==> config.mk <==
export PLATFORM = sky130hd
export DESIGN_NAME = cell_plot_arbiter
export DESIGN_NICKNAME = d
export VERILOG_FILES = /design/src/rtl/cell_plot_arbiter.sv
export SDC_FILE = /design/constraint.sdc
export NUM_CORES = 1
export LEC_CHECK = 0
export CAP_MARGIN = 40
export CORE_AREA = 5 5 90 92
export DETAILED_ROUTE_END_ITERATION = 16
export DIE_AREA = 0 0 95 97
export PLACE_DENSITY = 0.88
export SYNTH_ARGS = -nofsm -noshare
export SYNTH_HDL_FRONTEND = slang
export SYNTH_SLANG_ARGS = --single-unit
==> constraint.sdc <==
create_clock -name clock -period 4.6 [get_ports clock]
set_input_delay 0.69 -clock clock [delete_from_list [all_inputs] [get_ports clock]]
set_output_delay 0.69 -clock clock [all_outputs]
set_load 0.005 [all_outputs]
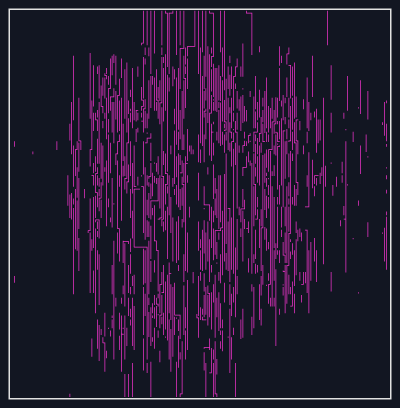
Fig. 1. Metal 2.
Drawn at 4 px/um.
main direction = vertical
nets with wire on the layer = 455
met2 global-route usage: 0.354
vias: 3116
final WL: 8810 um

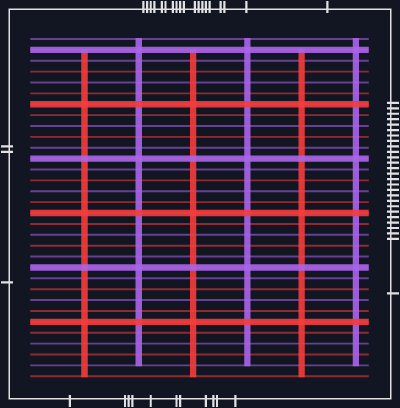
Fig. 2. PDN straps and rails.
Drawn at 4 px/um. Pins as bars on the die edge.
purple -> VDD
red -> VSS
rows = 31
signal pins = 60
met4 straps = 6
Peak VDD IR: 0.000358 V
core box area: 7140 um2
height of the die: 97 um
Die Width: 95 um

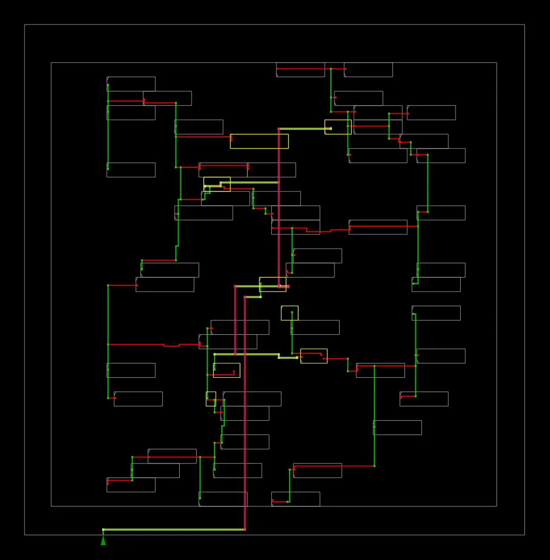
Fig. 3. Clock nets.
CTS sink count: 49
worst skew pair latency: 0.31 ns
FFs & Latches: 49
TritonCTS buffer count: 5
Clock buffer cells: 5

==> flow_summary_export.csv <==
group,metric,value,unit
run_status,status,"finished clean",
power,clockPowerShare,0.085,
logic_synthesis,syn-instance-count,423,
logic_synthesis,postSynthSeqShare,0.330,
die,tapCellCount,99,
routing,viasPerCell,5.57,
cts,hold_buffers,0,
critical_path,critical_path_class,"flip-flop to flip-flop",
cts,cts_tree,"built",
cells_and_area,drive_above_1_share,0.0391,
cells_and_area,seq_area,1270,um2
final_timing,tightest_slew,0.836,ns
final_timing,hold_viol,0,
logic_synthesis,edf_count,8,
logic_synthesis,avgSynthCellArea,9.07,um2
power,powerSeq,0.821,mW
power,p_sw,1.84,mW
logic_synthesis,most_common_cell,"inv_1",
logic_synthesis,yosys_warnings,0,
cells_and_area,largest_class,"logic gates",
critical_path,crit_cells,13,
job,cap_violations,0,
job,warning_count,42,
power,internal_power,1.91,mW
final_timing,fin_crit_sh,0.860,
final_timing,slew_viol_final,0,
placement,dpl.cell_count,551,
logic_synthesis,synth_cell_types,46,
power,combPwrFrac,0.696,
global_route,grt_overflow,0,
cells_and_area,sh_comb_area,0.492,
power,power-top-group,"combinational logic",
routing,antenna_left,0,
power,comb-power,2.61,mW
final_timing,max_freq,253,MHz
power,total_power,3.75,mW
critical_path,path_buffers,3,
critical_path,path_max_fanout,13,
die,num_rows,31,
cts,cts_root_buffer,"clkbuf_8",
logic_synthesis,ys_cells,423,
cts,clockBufferDepth,2,
global_route,grt_max_degree,25,
global_route,grtUsageMet3,0.0279,
cell usage in the layout (no fill, tap or decap), drive strengths merged, types with 2 or more instances in the layout:
master and instances:
clkdlybuf4s50 58, inv 44, nand2 42, dfrtp 41
ha 39, nor2 37, o21ai 30, a21oi 28
fa 14, nand3 12, mux2i 11, xor2 11
xnor2 11, edfxtp 8, a21o 7, o31ai 6
nand4 5, clkbuf 5, o21a 4, and2 4
nor3 3, nor4 3, o211ai 3, a31oi 3
buf 3, nand3b 2, nand2b 2, nor3b 2
o22ai 2, a22o 2, and3 2, a2111oi 2
or4 2
cell families after synthesis:
group | share of synthesized area
AND/OR/NAND/NOR | 0.148
AND-OR/OR-AND | 0.146
buffers and inverters | 0.0940
XOR/XNOR | 0.0502
adder cells (fa/ha/maj) | 0.200
multiplexers | 0.0316
flip-flops | 0.330
Power figures rest on the tool's default switching activity, not on a simulated workload.
